### Placed standard cells

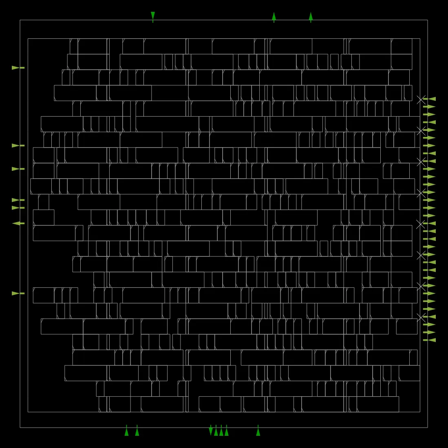
### Wiring heat map

The die is cut into 14 by 14 equal tiles; dark blue is low, red is high, scaled to the fullest tile. Values are wire area over tile area, all layers added.
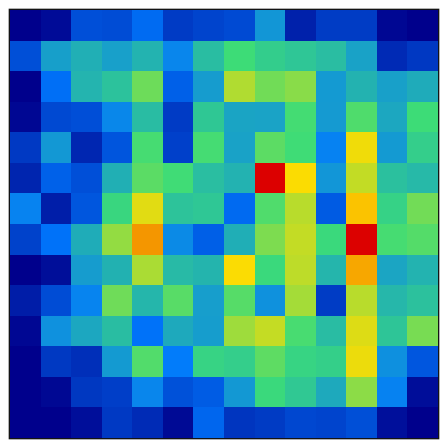
### Clock distribution

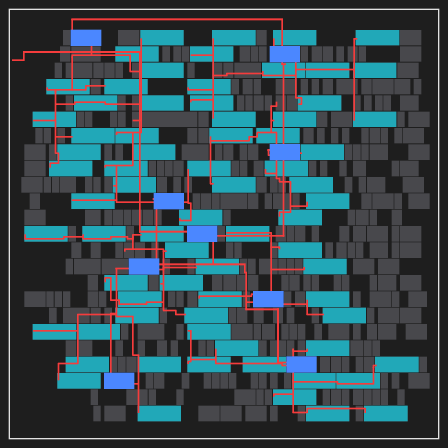
### Sequential cells grouped by signal name

Bar = 20 um.
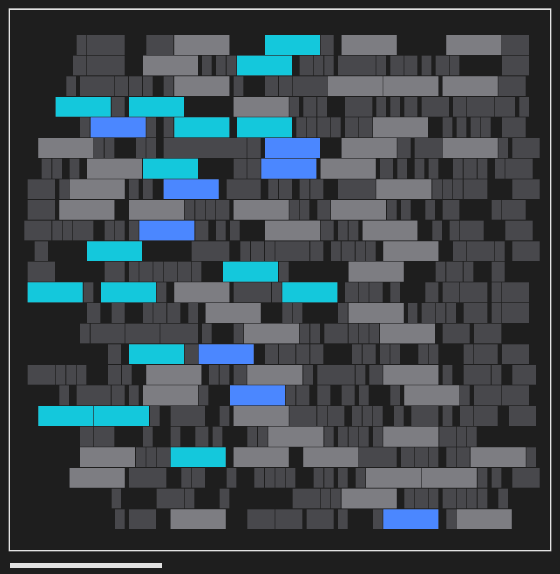
### Cells by drive strength

Bar = 20 um.
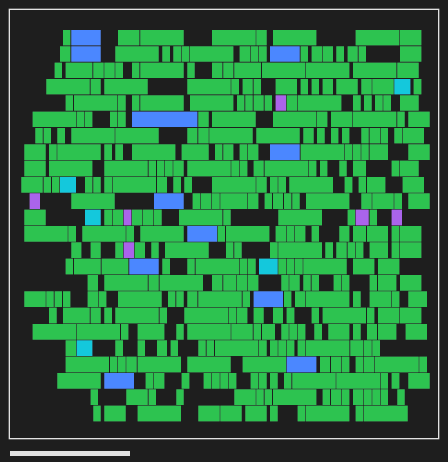
$ cat config.mk
export PLATFORM = sky130hd
export DESIGN_NAME = req_capture_flat
export DESIGN_NICKNAME = d
export VERILOG_FILES = /design/src/rtl/req_capture_pkg.sv /design/src/rtl/req_capture_if.sv /design/src/rtl/req_capture_sync_edge_det.sv /design/src/rtl/req_capture.sv /design/src/flat_wrapper.sv
export SDC_FILE = /design/constraint.sdc
export NUM_CORES = 1
export LEC_CHECK = 0
export ABC_AREA = 1
export ABC_CLOCK_PERIOD_IN_PS = 1820
export CORE_UTILIZATION = 55
export CTS_CLUSTER_SIZE = 8
export DETAILED_ROUTE_END_ITERATION = 7
export PLACE_DENSITY = 0.84
export SLEW_MARGIN = 40
export SYNTH_ARGS = -nofsm -noshare
export SYNTH_HDL_FRONTEND = slang
export SYNTH_SLANG_ARGS = --single-unit
$ cat constraint.sdc
create_clock -name clk -period 1.82 [get_ports clk]
set_input_delay 0.364 -clock clk [delete_from_list [all_inputs] [get_ports clk]]
set_output_delay 0.364 -clock clk [all_outputs]
set_load 0.03 [all_outputs]
$ cat src/rtl/req_capture_pkg.sv
// Shared constants and helpers for the request-capture front end that feeds
// the 8-to-3 priority encoder.
package req_capture_pkg;

    localparam int NREQ = 8;
    localparam int IDX_W = 3;
    localparam logic [NREQ-1:0] MASK_RST = 8'hFF;

    typedef logic [NREQ-1:0] req_vec_t;
    typedef logic [IDX_W-1:0] req_idx_t;

    // One-hot select of the line named by a consumer clear request.
    function automatic req_vec_t idx_onehot(input logic valid, input req_idx_t idx);
        req_vec_t one;
        one = {{(NREQ-1){1'b0}}, 1'b1};
        return valid ? (one << idx) : '0;
    endfunction

endpackage

$ cat src/rtl/req_capture_if.sv
// Request lines, mask/clear controls and encoder-facing status of req_capture.
interface req_capture_if;
    import req_capture_pkg::*;

    req_vec_t req;
    logic     mask_we;
    req_vec_t mask_in;
    logic     clr_valid;
    req_idx_t clr_idx;
    logic     ovf_clr;
    req_vec_t pend_vec;
    logic     any_pend;
    req_vec_t mask_q;
    req_vec_t ovf;

    modport master (
        output req, mask_we, mask_in, clr_valid, clr_idx, ovf_clr,
        input  pend_vec, any_pend, mask_q, ovf
    );

    modport slave (
        input  req, mask_we, mask_in, clr_valid, clr_idx, ovf_clr,
        output pend_vec, any_pend, mask_q, ovf
    );

endinterface

$ cat src/rtl/req_capture_sync_edge_det.sv
// Single-line synchronizer plus rising-edge detector; the edge is only armed
// once a genuine low sample has reached the last synchronizer stage.
module sync_edge_det #(
    parameter int SYNC_STAGES = 2
) (
    input  logic clk,
    input  logic rst,
    input  logic din,
    output logic rise
);

    localparam int CNT_W = $clog2(SYNC_STAGES + 1);
    localparam logic [CNT_W-1:0] FILL_FULL = CNT_W'(SYNC_STAGES);

    logic [SYNC_STAGES-1:0] sync_q, sync_d;
    logic                   dly_q, dly_d;
    logic                   arm_q, arm_d;
    logic [CNT_W-1:0]       fill_q, fill_d;
    logic                   sync_out;

    assign sync_out = sync_q[SYNC_STAGES-1];

    // The zeros left by reset are not real samples, so a line held high across
    // reset release must not look like a fresh rise until it has gone low.
    always_comb begin
        sync_d = {sync_q[SYNC_STAGES-2:0], din};
        dly_d  = sync_out;
        fill_d = (fill_q == FILL_FULL) ? fill_q : fill_q + CNT_W'(1);
        arm_d  = arm_q | ((fill_q == FILL_FULL) & ~sync_out);
    end

    always_ff @(posedge clk) begin
        if (rst) begin
            sync_q <= '0;
            dly_q  <= 1'b0;
            arm_q  <= 1'b0;
            fill_q <= '0;
        end else begin
            sync_q <= sync_d;
            dly_q  <= dly_d;
            arm_q  <= arm_d;
            fill_q <= fill_d;
        end
    end

    assign rise = sync_out & ~dly_q & arm_q;

endmodule

$ cat src/rtl/req_capture.sv
// Captures asynchronous level requests as sticky pending bits with per-line
// overflow flags and an enable mask in front of the priority encoder.
module req_capture #(
    parameter int SYNC_STAGES = 2,
    parameter int NREQ        = 8
) (
    input  logic          clk,
    input  logic          rst,
    req_capture_if.slave  bus
);
    import req_capture_pkg::*;

    logic [NREQ-1:0] rise;
    logic [NREQ-1:0] clr_vec;
    logic [NREQ-1:0] ovf_set;
    logic [NREQ-1:0] pend_q, pend_d;
    logic [NREQ-1:0] ovf_q, ovf_d;
    logic [NREQ-1:0] mask_q, mask_d;

    for (genvar i = 0; i < NREQ; i++) begin : g_line
        sync_edge_det #(.SYNC_STAGES(SYNC_STAGES)) u_det (
            .clk  (clk),
            .rst  (rst),
            .din  (bus.req[i]),
            .rise (rise[i])
        );
    end

    assign clr_vec = idx_onehot(bus.clr_valid, bus.clr_idx);

    // A new edge beats a same-cycle clear; only an unconsumed repeat overflows.
    always_comb begin
        ovf_set = rise & pend_q & ~clr_vec;
        pend_d  = rise | (pend_q & ~clr_vec);
        ovf_d   = ovf_set | (bus.ovf_clr ? '0 : ovf_q);
        mask_d  = bus.mask_we ? bus.mask_in : mask_q;
    end

    always_ff @(posedge clk) begin
        if (rst) begin
            pend_q <= '0;
            ovf_q  <= '0;
            mask_q <= MASK_RST;
        end else begin
            pend_q <= pend_d;
            ovf_q  <= ovf_d;
            mask_q <= mask_d;
        end
    end

    assign bus.pend_vec = pend_q & mask_q;
    assign bus.any_pend = |(pend_q & mask_q);
    assign bus.mask_q   = mask_q;
    assign bus.ovf      = ovf_q;

endmodule
$ cat src/flat_wrapper.sv
// flat-port wrapper written by rule: the top's interface ports become plain ports
module req_capture_flat import req_capture_pkg::*;
#(
    parameter int SYNC_STAGES = 2,
    parameter int NREQ        = 8
)
  (clk, rst, bus_req, bus_mask_we, bus_mask_in, bus_clr_valid, bus_clr_idx, bus_ovf_clr, bus_pend_vec, bus_any_pend, bus_mask_q, bus_ovf);
  req_capture_if bus_i ();
  input  logic clk;
  input  logic rst;
  input wire logic [$bits(bus_i.req)-1:0] bus_req;
  input wire logic [$bits(bus_i.mask_we)-1:0] bus_mask_we;
  input wire logic [$bits(bus_i.mask_in)-1:0] bus_mask_in;
  input wire logic [$bits(bus_i.clr_valid)-1:0] bus_clr_valid;
  input wire logic [$bits(bus_i.clr_idx)-1:0] bus_clr_idx;
  input wire logic [$bits(bus_i.ovf_clr)-1:0] bus_ovf_clr;
  output wire logic [$bits(bus_i.pend_vec)-1:0] bus_pend_vec;
  output wire logic [$bits(bus_i.any_pend)-1:0] bus_any_pend;
  output wire logic [$bits(bus_i.mask_q)-1:0] bus_mask_q;
  output wire logic [$bits(bus_i.ovf)-1:0] bus_ovf;
  assign bus_i.req = bus_req;
  assign bus_i.mask_we = bus_mask_we;
  assign bus_i.mask_in = bus_mask_in;
  assign bus_i.clr_valid = bus_clr_valid;
  assign bus_i.clr_idx = bus_clr_idx;
  assign bus_i.ovf_clr = bus_ovf_clr;
  assign bus_pend_vec = bus_i.pend_vec;
  assign bus_any_pend = bus_i.any_pend;
  assign bus_mask_q = bus_i.mask_q;
  assign bus_ovf = bus_i.ovf;
  req_capture #(.SYNC_STAGES(SYNC_STAGES), .NREQ(NREQ)) u_core (.clk(clk), .rst(rst), .bus(bus_i));
endmodule
==> impl_metrics.yaml <==
# synthesis and place-and-route metrics
setup_path:
  crit_buf_inv: 1
  endpoint_kind: "primary output"
  path_cells: "clkdlybuf4s50_1"
  path_class: "reg2out"
  required_ns: 1.46
  worstPathMaxFanout: 2
  startpoint_type: "flop"
  crit_path_top_delay_cell: "clkdlybuf4s50_1"
  critPathArrivalTime_ns: 1.41
clocking:
  cts_made_buffers: 9
  clkTransAtPathRegs_ns: 0.07
  clk_latency_ns: 0.34
  cts.sinks: 72
  ctsHoldBuffers: 0
  cts_htree_levels: 3
  cts_setup_buffers: 0
  ctsLongestPathBuffers: 2
  clockRootBuffer: "clkbuf_8"
outcome:
  outcome: "finished with violations"
  violations: "design-rule violations"
placement:
  place.gp.congestion: 0.843
  port_buffers: 48
  post-dp-hpwl_um: 3650
  dp_cells: 433
layout:
  lay_top_cells: "dfxtp_1, nor2_1, inv_1"
  final-comb-area_um2: 902
  regArea_mm2: 0.00144
  nets: 424
  final_cells: 449
  layout_top_cell: "dfxtp_1"
  num_antenna_cells: 0
final_timing:
  setup_viol: 0
  setup_tns_ns: 0
  rsz0062_at_grt: "no"
  finClkSkew_ns: 0.00734
  relSlewSlack_pct: 78.4
  finalClockPeriodUsage_pct: 97.2
  fmax_mhz: 565
  fin_crit_ns: 1.77
  slew_viol_final: 0
die:
  fp_util_pct: 58.9
  die_width_um: 71.3
  num_rows: 24
  floorplan.die.height_um: 71.3
  chipArea_mm2: 0.00508
  ios: 49
synthesis:
  mux_share_pct: 0
  ys_seq_share_pct: 54.6
  adder_share_pct: 3.80
  postSynthAreaPerCell_um2: 7.80
  synth_cell_types: 14
  synth_area_mm2: 0.00264
  ys_sh_simple_pct: 21.1
  yosys_area_mm2: 0.00264
  aoi_share_pct: 9.30
  synthCells: 338
  ys_cells: 338
  synth_warnings: 0
  synth_flops: 72
  top_cell_area_share_pct: 54.6
  topCellsByArea: "dfxtp_1, nor2_1, inv_1, a21oi_1, nand2_1"
  synthTopLogicFamily: "simple AND/OR/NAND/NOR gates"
  yosysTopAreaCell: "dfxtp_1"
routing:
  drt_iter0_markers: 110
  routed_wl_um: 5120
  wl_per_cell_um: 11.4
  dr.pass1.iters: 7
  drc_errors: 8
  routed-via-count: 2170
  antenna_left: 0
  routed_via_density: 4.83
power:
  total_power_mw: 3.85
  power_density_mw_per_mm2: 1160
  leakage_nw: 1.56
global_routing:
  grt_pass1_vias: 2051
  grt_antenna_before_repair: 0
  grt_max_degree: 26
  grt_pass1_wl_um: 8540
  grt_use_total_pct: 22.4
  overflow: 0
flow_run:
  cap_viol_max_count: 0
  tool_warnings: 26
About 'Placed standard cells':
Layout fillers: 332
flop share of the area: 43.4%
Core Box Area: 0.00447 mm2

About 'Wiring heat map':
The densest ninth of the die: east. The emptiest ninth of the die: south-west. The mean over all tiles is 0.17. 7.1% of the tiles are nearly empty. The fullest tile reaches 0.48. 25% of the tiles are over half the peak.

About 'Clock distribution':
Blue stands for cells driving clock nets, count 9. Cyan stands for flip-flops, count 72. Red stands for clock wires, length 757 um.
There are 10 routed clock nets.

About 'Sequential cells grouped by signal name':
Blue stands for u_core.g_line.u_det.arm_q, sequential cells 8. Cyan stands for u_core.g_line.u_det.fill_q, sequential cells 16.

About 'Cells by drive strength':
Cyan stands for drive 3 to 4, cells 5, share 1.3%. Green stands for drive 1 or less, cells 375, share 94%. Purple stands for drive 2, cells 6, share 1.5%. Blue stands for drive 6 and up, cells 11, share 2.8%.
Signal buffers: 51
post-route cell area: 0.00332 mm2
Layout area overhead: 25.9%
Final WS setup: 0.0509 ns

## path summary, 6_finish.rpt
kind / slack, ns / to / cells past startpoint / startpoint
setup reg to reg: 0.80 / u_core.g_line[1].u_det.fill_q[1]$_SDFFE_PP0P_ / 5 / u_core.g_line[1].u_det.fill_q[0]$_SDFFE_PP0P_
hold / removal: 0.37 / u_core.g_line[2].u_det.fill_q[1]$_SDFFE_PP0P_ / 2 / rst
hold reg to reg: 0.40 / u_core.g_line[6].u_det.sync_q[1]$_SDFF_PP0_ / 2 / u_core.g_line[6].u_det.sync_q[0]$_SDFF_PP0_
setup / recovery: 0.05 / bus_ovf[3] / 1 / u_core.bus.ovf[3]$_SDFF_PP0_
## metrics by stage
stage / setup WS, ns / hold slack (ns)
finish: 0.0509 / 0.375
detailed placement: 0.0824 / 0.392
CTS: 0.0112 / 0.362
global route: 0.0111 / 0.379
floorplan: 0.490 / 0.388
global placement: 0.0903 / 0.389
## per-layer routing
metal / GRT usage [%] / part of all wire [%]
met3: 8.16 / 6.6
met2: 38.5 / 46
met5: 0 / 0
met1: 24.4 / 45
met4: 10.9 / 2.4
## kinds of logic after synthesis
| family | count (synthesis) |
|---|---|
| AOI/OAI and AO/OA | 49 |
| adders and majority gates | 8 |
| buffers and inverters | 70 |
| DFF | 72 |
| and+or+nand+nor | 139 |
## flip-flops by register name, summed over array words and instances, names as in the netlist
register                    cells
u_core.g_line.u_det.sync_q     16
u_core.g_line.u_det.fill_q     16
u_core.g_line.u_det.dly_q       8
u_core.bus.ovf                  8
u_core.bus.mask_q               8
u_core.pend_q                   8
u_core.g_line.u_det.arm_q       8
## what timing repair did
item	in CTS	in global routing
hold endpoints to repair	0	0
endpoints found under the setup margin	9	1
gates resized	11	2
## report_power, final
group | switching, mW | total (mW) | internal [mW] | leakage (nW)
registers | 0.105 | 1.90 | 1.80 | 0.592
clock network | 0.562 | 1.23 | 0.668 | 0.0993
logic | 0.413 | 0.720 | 0.306 | 0.874
total | 1.08 | 3.85 | 2.77 | 1.56
## cell type report
type,instances,share of cell area [%]
inverters,62,7.01
repair buffers,51,14.5
flip-flops and latches,72,43.4
well taps,52,1.96
clock inverters,5,1.69
multi-input cells,196,27.2
clock buffers,11,4.26
## worst reg2reg max path: stages (launching register included)
cell,delay (ns)
dfxtp_1,0.30
inv_1,0.08
ha_1,0.24
nor2_1,0.08
a21oi_1,0.16
nor2_1,0.06
## Yosys cell counts
master,n
inv_2,1
nand2_1,46
nor2_1,71
ha_1,8
buf_4,6
or2_2,1
nand3_1,16
a21oi_1,37
inv_1,61
buf_6,1
dfxtp_1,72
nand4_1,5
o21ai_0,12
buf_2,1
Power is estimated from default activity; no workload was simulated.
